==> config.mk <==
export PLATFORM = sky130hd
export DESIGN_NAME = axis_video_pattern_src
export DESIGN_NICKNAME = d
export VERILOG_FILES = /design/src/rtl/video_pattern_pkg.sv /design/src/rtl/axis_video_pattern_src_pixel_calc.sv /design/src/rtl/axis_video_pattern_src.sv
export SDC_FILE = /design/constraint.sdc
export NUM_CORES = 1
export LEC_CHECK = 0
export CORE_MARGIN = 4
export CORE_UTILIZATION = 50
export DETAILED_ROUTE_END_ITERATION = 16
export PLACE_DENSITY = 0.72
export REMOVE_ABC_BUFFERS = 1
export SYNTH_ARGS = -nofsm -noshare
export SYNTH_HDL_FRONTEND = slang
export SYNTH_SLANG_ARGS = --single-unit
==> constraint.sdc <==
create_clock -name clk -period 5.25 [get_ports clk]
set_input_delay 0.7875 -clock clk [delete_from_list [all_inputs] [get_ports clk]]
set_output_delay 0.7875 -clock clk [all_outputs]
set_load 0.005 [all_outputs]
==> run_1/gate_families.png <==
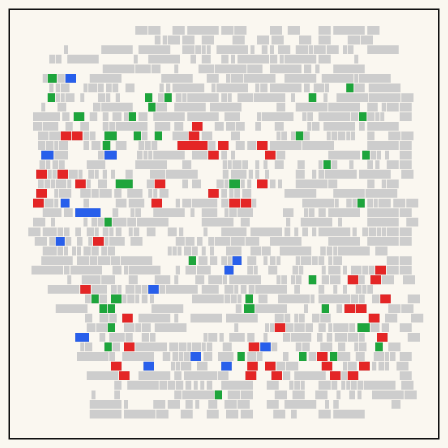
[AND and OR gates] green | cells: 38
[AND-OR and OR-AND gates] blue | cells: 14
[XOR/XNOR gates] red | cells: 45
number of standard cells in the final layout excluding fillers: 989
share of the final layout cell area in multi-input gates: 47.68%
highest-count logic cell in the final layout: dfrtp_1

==> run_1/met2.png <==
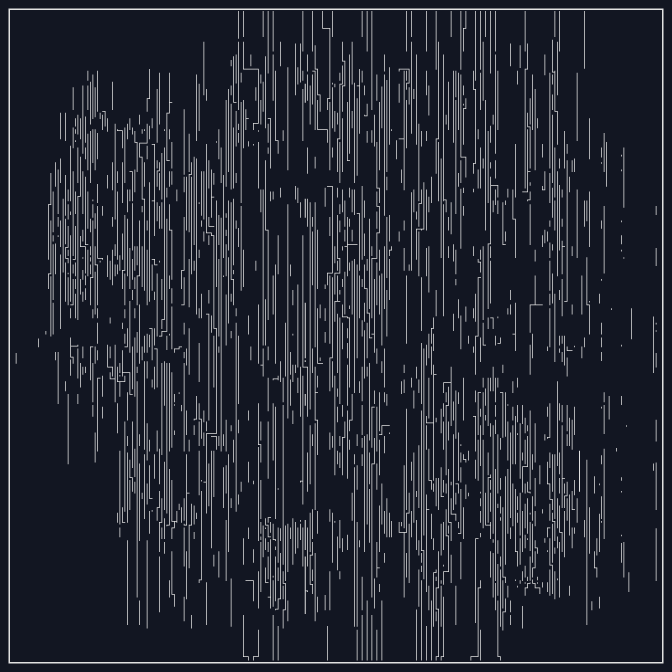
nets with wire on the layer: 719
wire length on this layer: 8,130 um
share of all routed wire: 47%
longest straight run: 43.3 um
main direction: vertical
met2 capacity usage during global routing: 36.99%
Via Count: 5,913
WL final: 17,410 um

==> run_1/density.png <==
12 x 12 tiles, from white (low) to dark blue (high), 0 to 100% covered.
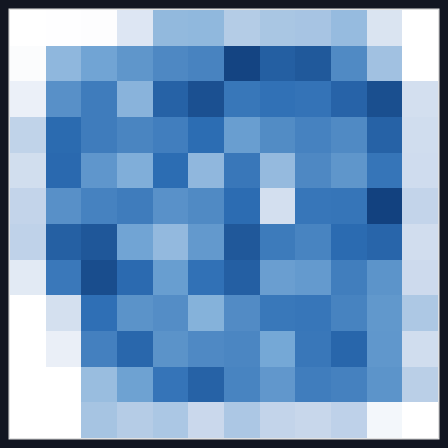
fullest tile: 93%
emptiest ninth of the die: south-west
mean over tiles: 51%
tiles over 75% full: 17%
nearly empty tiles: 9.0%
Core Footprint: 0.01262 mm2
initial core utilization: 50.94%

==> flow.log, run 1 <==
[metrics] run summary
INFO  metric antenna_left = 0
INFO  metric total_leakage_power = 0.003085 uW
INFO  metric worstPathMaxFanout = 7
INFO  metric top_flip_flop_cell_by_instance_count_after_synthesis = dfrtp_1
INFO  metric power.switching = 1113 uW
INFO  metric numPortBuffers = 91
INFO  metric warnings = 28
INFO  metric critical_path.cell_chain = clkdlybuf4s50_1, nor4b_1, a21oi_1, a221oi_4, o21ai_0, nand2_1, o21ai_0, o21a_1, ha_1, nand2_1, nor2_1, a31oi_1, a21boi_0, o21ai_0, xor2_1, a22oi_1, o211ai_1
INFO  metric cts-hold-fix-buffers = 0
INFO  metric syn-cell-area = 0.006429 mm2
INFO  metric critical_path_depth = 17
INFO  metric logic_gates = 571
INFO  metric reg2reg_setup_slack = 0.63 ns
INFO  metric drc_viols = 0
INFO  metric flops = 94
INFO  metric timing.hold.worst.class = in -> async
INFO  metric power_per_cell_area = 393.8 mW/mm2
INFO  metric die.size.x = 121.4 um
INFO  metric cts.reportedPaths.clkPinSlew = 0.07 ns
INFO  metric status = complete, no violations
INFO  metric yosysWarnings = 0
INFO  metric power_switching_share = 36.82%
INFO  metric cp_num_buf_inv = 1
INFO  metric setup.worst_path.class = in -> reg
INFO  metric grt_antenna_before_repair = 0
INFO  metric logic_area = 0.003659 mm2
INFO  metric largest_net_degree_at_the_start_of_global_routing = 74
INFO  metric cp_data_required_time = 5.48 ns
INFO  metric n_clock_buffer = 9
INFO  metric setup_total_negative_slack = 0 ns
INFO  metric postCtsResizedCells = 0
-- run 1: layout by cell type, fill, tap and decap left out, types with 10 or more instances in the layout --
cell type,synthesis,final
a21oi_1,46,46
dfrtp_1,94,94
o21ai_0,52,52
o31ai_1,11,11
inv_1,24,24
xor2_1,14,14
ha_1,13,13
and2_1,10,10
nor2b_1,10,10
nor2_1,76,76
clkdlybuf4s50_1,0,90
nand2_1,76,76
xnor2_1,30,30
nor3_1,13,13
a22oi_1,14,14
nand4_1,15,15
buf_4,10,22
a31oi_1,24,24
nand3_1,17,17
and3_1,16,16
-- run 1: routing by layer --
layer  vias to the layer above  GRT usage (%)  share of wire, %
li1                       2821              -                 -
met1                      2855          33.75                46
met2                       196          36.99                47
met3                        41          4.056               5.0
met4                         0          9.664               2.5
met5                         -              0                 0
-- run 1: stage by stage --
| step | setup WS [ns] | utilization [%] | total power [uW] | cells |
|---|---|---|---|---|
| floorplan | 0.8595 | - | 1709 | 689 |
| global placement | 0.4499 | 58.50 | 2352 | 973 |
| detailed placement | 0.2983 | 58.50 | 2385 | 973 |
| CTS | 0.6258 | 60.81 | 3033 | 989 |
| global route | 0.1430 | 60.81 | 3207 | 989 |
| finish | 0.6290 | 60.81 | 3022 | 989 |
-- run 1: synth_stat cells, drive strengths merged, types with 19 or more instances --
cell / instances / area, um2
dfrtp: 94 / 2352
nor2: 78 / 302.8
nand2: 76 / 285.3
o21ai: 62 / 325.3
a21oi: 47 / 239.0
buf: 31 / 266.5
xnor2: 30 / 262.8
a31oi: 25 / 162.6
inv: 24 / 90.09
nand3: 19 / 105.1
-- run 1: cells by family after synthesis --
kind of cell               count (synthesis)
xor gates and xnor gates                  45
buffers and inverters                     71
adders and majority gates                 15
AOI/OAI and AO/OA                        218
DFF                                       94
muxes                                     15
and+or+nand+nor                          277
other                                      1
==> inputs of run 2 (changes only) <==
==> constraint.sdc (replaced) <==
create_clock -name clk -period 5.25 [get_ports clk]
set_input_delay 0.7875 -clock clk [delete_from_list [all_inputs] [get_ports clk]]
set_output_delay 0.7875 -clock clk [all_outputs]
set_load 0.02 [all_outputs]
==> run_2/met2.png <==
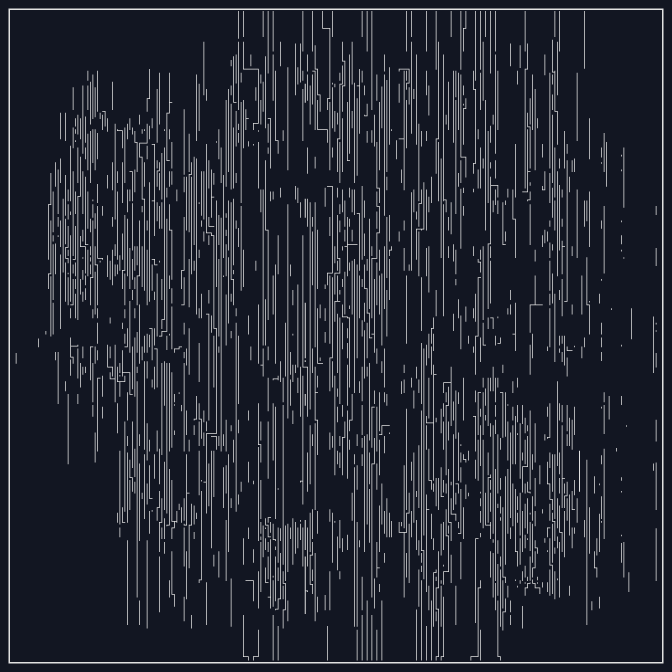

==> run_2/density.png <==
12 x 12 tiles, from white (low) to dark blue (high), 0 to 100% covered.
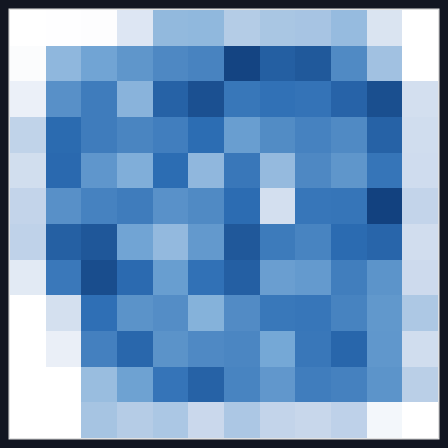
fullest tile: 93%
tiles over 75% full: 17%
mean over tiles: 51%
emptiest ninth of the die: south-west
nearly empty tiles: 9.0%
fin util: 60.81%

==> run_2/final_congestion.png <==
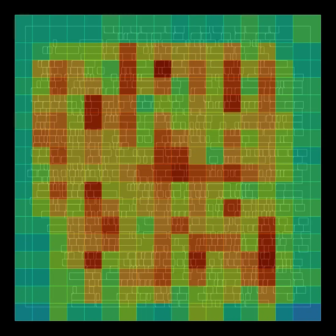
global-route met1 utilization: 33.75%
met3 Resource Use GR: 4.056%
Avg WL per Cell: 17.61 um
GR Util All Layers: 24.05%

==> run 2 against run 1 <==
  * Sequential power barely moved
  * Core utilization did not move
  * Synthesized cell count did not move
  * Hold slack did not move
  * Clock skew did not move
  * Sequential cell count did not move
  * Critical path depth did not move
  * Combinational power rose by 16%
  * Register-to-register slack barely moved
  * Fmax did not move
  * Critical endpoint unchanged
  * Largest cell class unchanged
  * Largest power group unchanged
==> flow.log, run 2 <==
[metrics] run summary
INFO  metric yosysWarnings = 0 (unchanged)
INFO  metric fp_util = 50.94% (unchanged)
INFO  metric wl = 17,410 um (unchanged)
INFO  metric critical_path_depth = 17 (unchanged)
INFO  metric largest_net_degree_at_the_start_of_global_routing = 74 (unchanged)
INFO  metric cp_num_buf_inv = 1 (unchanged)
INFO  metric cp_top_family = AND-OR/OR-AND gates (unchanged)
INFO  metric layout.nets = 850 (unchanged)
INFO  metric numPortBuffers = 91 (unchanged)
INFO  metric common_cells = dfrtp_1 (94), nand2_1 (76), nor2_1 (76), o21ai_0 (52), a21oi_1 (46) (unchanged)
INFO  metric setup.worst_path.class = in -> reg (unchanged)
INFO  metric synthDominantAreaCellType = dfrtp_1 (unchanged)
INFO  metric synth_top_area_share = 36.59% (unchanged)
INFO  metric cts.reportedPaths.clkPinSlew = 0.07 ns (about the same)
INFO  metric power_per_cell_area = 421.6 mW/mm2 (was 393.8 mW/mm2)
INFO  metric dr_total_vias = 5,913 (unchanged)
INFO  metric setup_total_negative_slack = 0 ns (unchanged)
INFO  metric layout.cells.most_common_list = dfrtp_1 (94), clkdlybuf4s50_1 (90), nand2_1 (76), nor2_1 (76), o21ai_0 (52) (unchanged)
INFO  metric top_cell = dfrtp_1 (unchanged)
INFO  metric root_buffer = clkbuf_16 (unchanged)
INFO  metric fp.coreArea = 0.01262 mm2 (unchanged)
INFO  metric die.size.x = 121.4 um (unchanged)
INFO  metric critical_path.slowest_cell = clkdlybuf4s50_1 (unchanged)
INFO  metric warnings = 28 (unchanged)
INFO  metric total_leakage_power = 0.003085 uW (unchanged)
INFO  metric postCtsResizedCells = 0 (unchanged)
INFO  metric worstPathMaxFanout = 7 (unchanged)
INFO  metric timing.hold.worst.class = in -> async (unchanged)
INFO  metric status = complete, no violations (unchanged)
INFO  metric antenna_left = 0 (unchanged)
INFO  metric drc_viols = 0 (unchanged)
INFO  metric logic_area = 0.003659 mm2 (unchanged)
INFO  metric top_flip_flop_cell_by_instance_count_after_synthesis = dfrtp_1 (unchanged)
INFO  metric critical_path.cell_chain = clkdlybuf4s50_1, nor4b_1, a21oi_1, a221oi_4, o21ai_0, nand2_1, o21ai_0, o21a_1, ha_1, nand2_1, nor2_1, a31oi_1, a21boi_0, o21ai_0, xor2_1, a22oi_1, o211ai_1 (unchanged)
INFO  metric cts-hold-fix-buffers = 0 (unchanged)
INFO  metric reg2reg_setup_slack = 0.63 ns (about the same)
INFO  metric cp_data_required_time = 5.48 ns (about the same)
run 2: cell counts after synthesis:
Identical to the previous run, type by type.
run 2: kinds of logic after synthesis:
kind of cell / count (synthesis)
other: 1
adder cells (fa/ha/maj): 15
AND/OR/NAND/NOR: 277
buffers and inverters: 71
AND-OR/OR-AND: 218
flip-flops: 94
XOR/XNOR: 45
multiplexers: 15
run 2: stage by stage:
| step | power, uW | worst slack, ns | cells |
|---|---|---|---|
| floorplan | 1917 | 0.8595 | 689 |
| global placement | 2566 | 0.4499 | 973 |
| detailed placement | 2598 | 0.2983 | 973 |
| CTS | 3246 | 0.6258 | 989 |
| global route | 3419 | 0.1430 | 989 |
| finish | 3235 | 0.6290 | 989 |
run 2: area by class of cell:
class	instances	share of cell area [%]
sequential	94	30.65
multi-input combinational	571	47.68
tap	172	2.804
clock inverter	7	0.8642
timing repair buffer	112	13.89
clock buffer	9	2.935
inverter	24	1.174
run 2: routing by layer:
| metal | GRT usage [%] | part of all wire, % | routed length, um | vias to the layer above |
|---|---|---|---|---|
| met3 | 4.056 | 5.0 | 876 | 41 |
| met4 | 9.664 | 2.5 | 427 | 0 |
| met1 | 33.75 | 46 | 7980 | 2855 |
| met2 | 36.99 | 47 | 8127 | 196 |
| met5 | 0 | 0 | 0 | - |
| li1 | - | - | - | 2821 |
run 2: power by group:
group          total (uW)  switching [uW]  internal, uW
clock network         648             316           332
registers            1060             135           929
logic                1520             871           652
total                3240            1320          1910
run 2: worst reg2reg max path: cells and delay by family (launching register included):
kind / cells / cell delay, ns
compound gates: 7 / 1.40
simple gates: 7 / 1.30
fa+ha+maj: 3 / 0.94
flops: 1 / 0.38
buf+inv: 2 / 0.25
xor+xnor: 1 / 0.22
No activity file was given, so power comes from the tool's default toggle rates.
